--- src/rtl/pc_sequencer_pkg.sv ---
// Shared definitions for the program-counter sequencer: command encoding,
// default parameter values and the command priority decoder.
package pc_sequencer_pkg;

    localparam int DEF_WIDTH     = 16;
    localparam int DEF_STEP      = 1;
    localparam int DEF_OFF_W     = 8;
    localparam int DEF_RAS_DEPTH = 4;
    localparam int DEF_RESET_VEC = 0;

    typedef enum logic [2:0] {
        CMD_INC  = 3'd0,
        CMD_JMP  = 3'd1,
        CMD_BR   = 3'd2,
        CMD_CALL = 3'd3,
        CMD_RET  = 3'd4
    } cmd_e;

    // ret > call > pWrite > br_valid > increment. A ret on an empty stack
    // cannot pop, so it degrades to a plain increment (and drops any call).
    function automatic cmd_e decode_cmd(
        input logic ret,
        input logic call,
        input logic pwrite,
        input logic br_valid,
        input logic ras_empty
    );
        cmd_e cmd;
        if (ret && !ras_empty)
            cmd = CMD_RET;
        else if (ret)
            cmd = CMD_INC;
        else if (call)
            cmd = CMD_CALL;
        else if (pwrite)
            cmd = CMD_JMP;
        else if (br_valid)
            cmd = CMD_BR;
        else
            cmd = CMD_INC;
        return cmd;
    endfunction

endpackage

--- src/rtl/pc_sequencer_ras_stack.sv ---
// Return-address LIFO: push/pop with combinational top, full and empty.
// Contents are not reset; only the entry count is.
module ras_stack
    import pc_sequencer_pkg::*;
#(
    parameter int WIDTH     = DEF_WIDTH,
    parameter int RAS_DEPTH = DEF_RAS_DEPTH
) (
    input  logic             clk,
    input  logic             rst,
    input  logic             push,
    input  logic             pop,
    input  logic [WIDTH-1:0] push_data,
    output logic [WIDTH-1:0] top,
    output logic             full,
    output logic             empty
);

    localparam int PTR_W = $clog2(RAS_DEPTH);
    localparam int CNT_W = PTR_W + 1;

    if (RAS_DEPTH < 2 || (RAS_DEPTH & (RAS_DEPTH - 1)) != 0) begin : g_bad_depth
        $error("ras_stack: RAS_DEPTH must be a power of two and at least 2");
    end

    logic [WIDTH-1:0] mem [RAS_DEPTH];
    logic [CNT_W-1:0] count;
    logic [PTR_W-1:0] top_idx;
    logic [PTR_W-1:0] wr_idx;
    logic             do_push;
    logic             do_pop;

    assign empty   = (count == '0);
    assign full    = (count == CNT_W'(RAS_DEPTH));
    assign top_idx = PTR_W'(count - CNT_W'(1));
    assign wr_idx  = count[PTR_W-1:0];
    assign top     = mem[top_idx];

    assign do_pop  = pop && !empty;
    // A push with a simultaneous pop replaces the top entry, so it fits even when full.
    assign do_push = push && (!full || do_pop);

    always_ff @(posedge clk) begin
        if (rst) begin
            count <= '0;
        end else if (do_push && !do_pop) begin
            count <= count + CNT_W'(1);
        end else if (do_pop && !do_push) begin
            count <= count - CNT_W'(1);
        end
    end

    always_ff @(posedge clk) begin
        if (do_push) begin
            mem[do_pop ? top_idx : wr_idx] <= push_data;
        end
    end

endmodule

--- src/rtl/pc_sequencer.sv ---
// Fetch-stage program counter: stall, stepped increment, relative branch,
// absolute jump and call/return through an internal return-address stack.
module pc_sequencer
    import pc_sequencer_pkg::*;
#(
    parameter int               WIDTH     = DEF_WIDTH,
    parameter int               STEP      = DEF_STEP,
    parameter int               OFF_W     = DEF_OFF_W,
    parameter int               RAS_DEPTH = DEF_RAS_DEPTH,
    parameter logic [WIDTH-1:0] RESET_VEC = WIDTH'(DEF_RESET_VEC)
) (
    input  logic             clk,
    input  logic             rst,
    input  logic             en,
    input  logic             pWrite,
    input  logic [WIDTH-1:0] temp_in,
    input  logic             br_valid,
    input  logic [OFF_W-1:0] br_off,
    input  logic             call,
    input  logic             ret,
    output logic [WIDTH-1:0] out,
    output logic             ras_empty,
    output logic             ras_full,
    output logic             ras_err
);

    cmd_e                    cmd;
    logic signed [OFF_W-1:0] off_s;
    logic [WIDTH-1:0]        off_ext;
    logic [WIDTH-1:0]        pc_inc;
    logic [WIDTH-1:0]        pc_br;
    logic [WIDTH-1:0]        pc_next;
    logic [WIDTH-1:0]        ras_top;
    logic                    push;
    logic                    pop;
    logic                    err_set;

    assign cmd     = decode_cmd(ret, call, pWrite, br_valid, ras_empty);

    assign off_s   = br_off;
    assign off_ext = WIDTH'(off_s);
    assign pc_inc  = out + WIDTH'(STEP);
    assign pc_br   = out + off_ext;

    always_comb begin
        pc_next = pc_inc;
        case (cmd)
            CMD_RET:  pc_next = ras_top;
            CMD_CALL: pc_next = temp_in;
            CMD_JMP:  pc_next = temp_in;
            CMD_BR:   pc_next = pc_br;
            default:  pc_next = pc_inc;
        endcase
    end

    // Overflowing calls still jump; the stack simply refuses the push.
    assign push    = en && (cmd == CMD_CALL);
    assign pop     = en && (cmd == CMD_RET);
    assign err_set = en && ((ret && ras_empty) || (!ret && call && ras_full));

    always_ff @(posedge clk) begin
        if (rst) begin
            out     <= RESET_VEC;
            ras_err <= 1'b0;
        end else if (en) begin
            out <= pc_next;
            if (err_set) begin
                ras_err <= 1'b1;
            end
        end
    end

    ras_stack #(
        .WIDTH     (WIDTH),
        .RAS_DEPTH (RAS_DEPTH)
    ) u_ras (
        .clk       (clk),
        .rst       (rst),
        .push      (push),
        .pop       (pop),
        .push_data (pc_inc),
        .top       (ras_top),
        .full      (ras_full),
        .empty     (ras_empty)
    );

endmodule

--- config.mk ---
export PLATFORM = sky130hd
export DESIGN_NAME = pc_sequencer
export DESIGN_NICKNAME = d
export VERILOG_FILES = /design/src/rtl/pc_sequencer_pkg.sv /design/src/rtl/pc_sequencer_ras_stack.sv /design/src/rtl/pc_sequencer.sv
export SDC_FILE = /design/constraint.sdc
export NUM_CORES = 1
export LEC_CHECK = 0
export CAP_MARGIN = 30
export CORE_MARGIN = 5
export CORE_UTILIZATION = 45
export DETAILED_ROUTE_END_ITERATION = 6
export PLACE_DENSITY = 0.68
export SLEW_MARGIN = 20
export SYNTH_ARGS = -nofsm -noshare
export SYNTH_HDL_FRONTEND = slang
export SYNTH_SLANG_ARGS = --single-unit
--- constraint.sdc ---
create_clock -name clk -period 3.6 [get_ports clk]
set_input_delay 0.72 -clock clk [delete_from_list [all_inputs] [get_ports clk]]
set_output_delay 0.72 -clock clk [all_outputs]
set_load 0.005 [all_outputs]
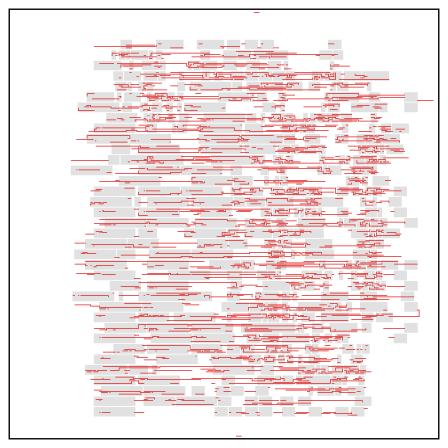
*Met1 routing*
nets with wire on the layer = 466
share of all routed wire = 44%
longest straight run = 30.8 um

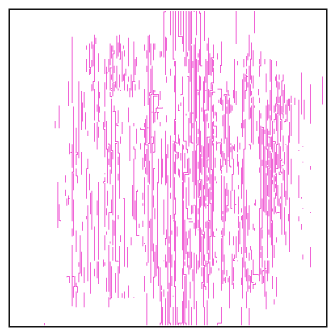
*Metal 2*
main direction = vertical
wire length on this layer = 5470 um
nets with wire on the layer = 414
share of all routed wire = 50%
M2 GR Usage: 0.3078
total wirelength of the detailed-routed design: 10980 um
via total after detailed routing: 3420

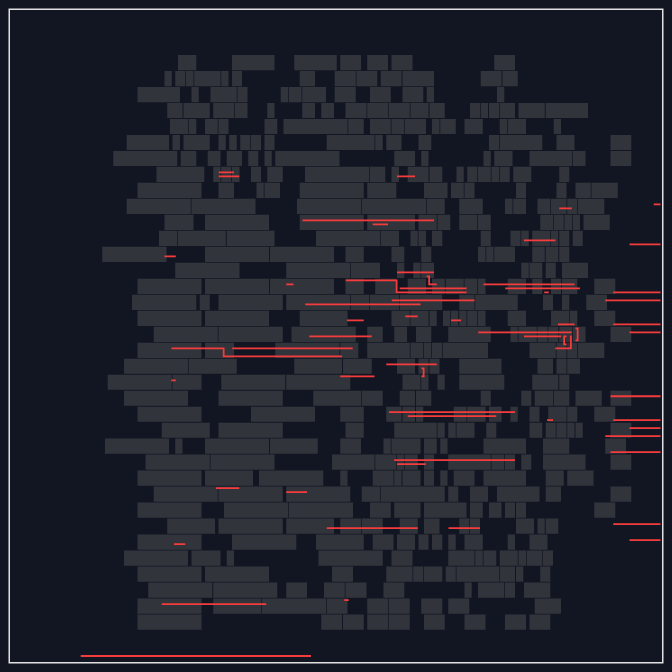
*The metal 3 layer*
nets with wire on the layer = 47
wire length on this layer = 493 um

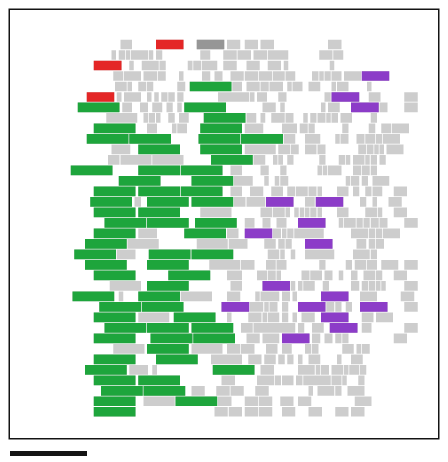
*Register map, names as in the netlist*
Scale bar: 20 um.
u_ras.count -> red  # flops 3
u_ras.mem -> green  # flops 64
out -> purple  # flops 16
not colored = 1
share of the core filled with cells: 0.5540
power drawn by the sequential cells: 1.19 mW
register share of the cell area: 0.4249

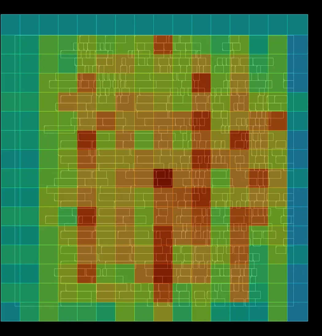
*Routing congestion*
most crowded layer after global routing: met2
final routed wire length divided by cell count: 18.77 um
GRT Overall Usage: 0.1839

==> run summary <==
Update from the flow run.

Per the final report, the share of cell area in clock cells is 0.03640. Leaving out fill and tap cells, the most frequent cell in the layout is sky130_fd_sc_hd__edfxtp_1. The synthesis report gives the async set-or-reset register share as 0. The most common logic cells in the final layout are 64 x sky130_fd_sc_hd__edfxtp_1, 49 x sky130_fd_sc_hd__clkdlybuf4s50_1, 33 x sky130_fd_sc_hd__nor2_1, 29 x sky130_fd_sc_hd__a21oi_1, 23 x sky130_fd_sc_hd__nand2_1. Per the OpenROAD power report, leakage power amounts to 1.931 nW.

The area growth from synthesis to layout is 19.18%. The transition time recorded at the tightest slew-check pin is 0.5553 ns. Tracing the worst setup path back leads to its startpoint at br_off[7]. Setup slack on the worst reg-to-reg path comes out at 1.09 ns. The sequential cell count is 84. The fraction of synthesized area in multiplexers is 0.08977. The run finished with clean final reports.

Of all the cell area in the finished design, non-clock buffers hold 0.1049. The synthesis log from Yosys contains 0 warnings. The total tool warning count is 28.

The minimum setup slack after placement is 0.3851 ns. Measured in cells, the most critical reg-to-reg path has a length of 10. The buffers plus inverters on the worst setup path is 1.

After floorplanning, the core was divided into 36 placement rows. The clock distribution power is 675 uW. The total of cells resized after clock tree synthesis is 0. The final weighted congestion of routability-driven global placement is 0.9357. The buffer count excluding the clock tree in the final layout is 60. The cell depth of the worst hold path is 2. The fraction of the cycle the final worst path needs is 0.7980.

The critical path's largest stage delay is 0.61 ns. The antenna violation net count after detailed routing is 0. The first global-routing pass estimated 18030 um of wire. In the CTS report, the clock slew at the register clock pins of the worst setup and hold paths is listed as 0.09 ns. Sorting the synthesized cells by area gives the leading types as sky130_fd_sc_hd__edfxtp_1 42%, sky130_fd_sc_hd__dfxtp_1 8.7%, sky130_fd_sc_hd__mux4_2 7.9%, sky130_fd_sc_hd__ha_1 5.5%, sky130_fd_sc_hd__a21oi_1 3.2%. The area inside the core boundary is 9864 um^2. Max fanout on the critical path was recorded as 9. The number of antenna violations at the first check in global routing is 0. The count of maximum capacitance violations is 0.
-- synth_stat cells (2+ instances only) --
library cell                n
sky130_fd_sc_hd__inv_1     14
sky130_fd_sc_hd__or3_1      4
sky130_fd_sc_hd__nand3b_1   3
sky130_fd_sc_hd__a221o_1    7
sky130_fd_sc_hd__nor2b_1    5
sky130_fd_sc_hd__nor2_1    33
sky130_fd_sc_hd__and3_1     6
sky130_fd_sc_hd__and2_1     2
sky130_fd_sc_hd__nand2b_1   3
sky130_fd_sc_hd__buf_2      4
sky130_fd_sc_hd__mux4_2    16
sky130_fd_sc_hd__nand2_1   23
sky130_fd_sc_hd__nor4_1     2
sky130_fd_sc_hd__nand3_1   10
sky130_fd_sc_hd__ha_1      20
sky130_fd_sc_hd__edfxtp_1  64
sky130_fd_sc_hd__o21a_1     3
sky130_fd_sc_hd__xnor2_1   13
sky130_fd_sc_hd__xor2_1    14
sky130_fd_sc_hd__o21ai_0   12
sky130_fd_sc_hd__a21oi_1   29
sky130_fd_sc_hd__a211oi_1   5
sky130_fd_sc_hd__clkbuf_1  11
sky130_fd_sc_hd__a31oi_1    6
sky130_fd_sc_hd__nor3_1    13
sky130_fd_sc_hd__dfxtp_1   20
sky130_fd_sc_hd__a221oi_1   9
sky130_fd_sc_hd__mux2i_1    4
sky130_fd_sc_hd__nand4_1    3
sky130_fd_sc_hd__o22ai_1    8
-- per-layer routing --
| metal | vias to the layer above | track usage | wire [um] |
|---|---|---|---|
| met5 | - | 0 | 0 |
| met4 | 0 | 0.06404 | 171 |
| met3 | 12 | 0.02893 | 492 |
| met2 | 102 | 0.3078 | 5465 |
| met1 | 1676 | 0.2431 | 4850 |
| li1 | 1630 | - | - |
No activity file was given, so power comes from the tool's default toggle rates.
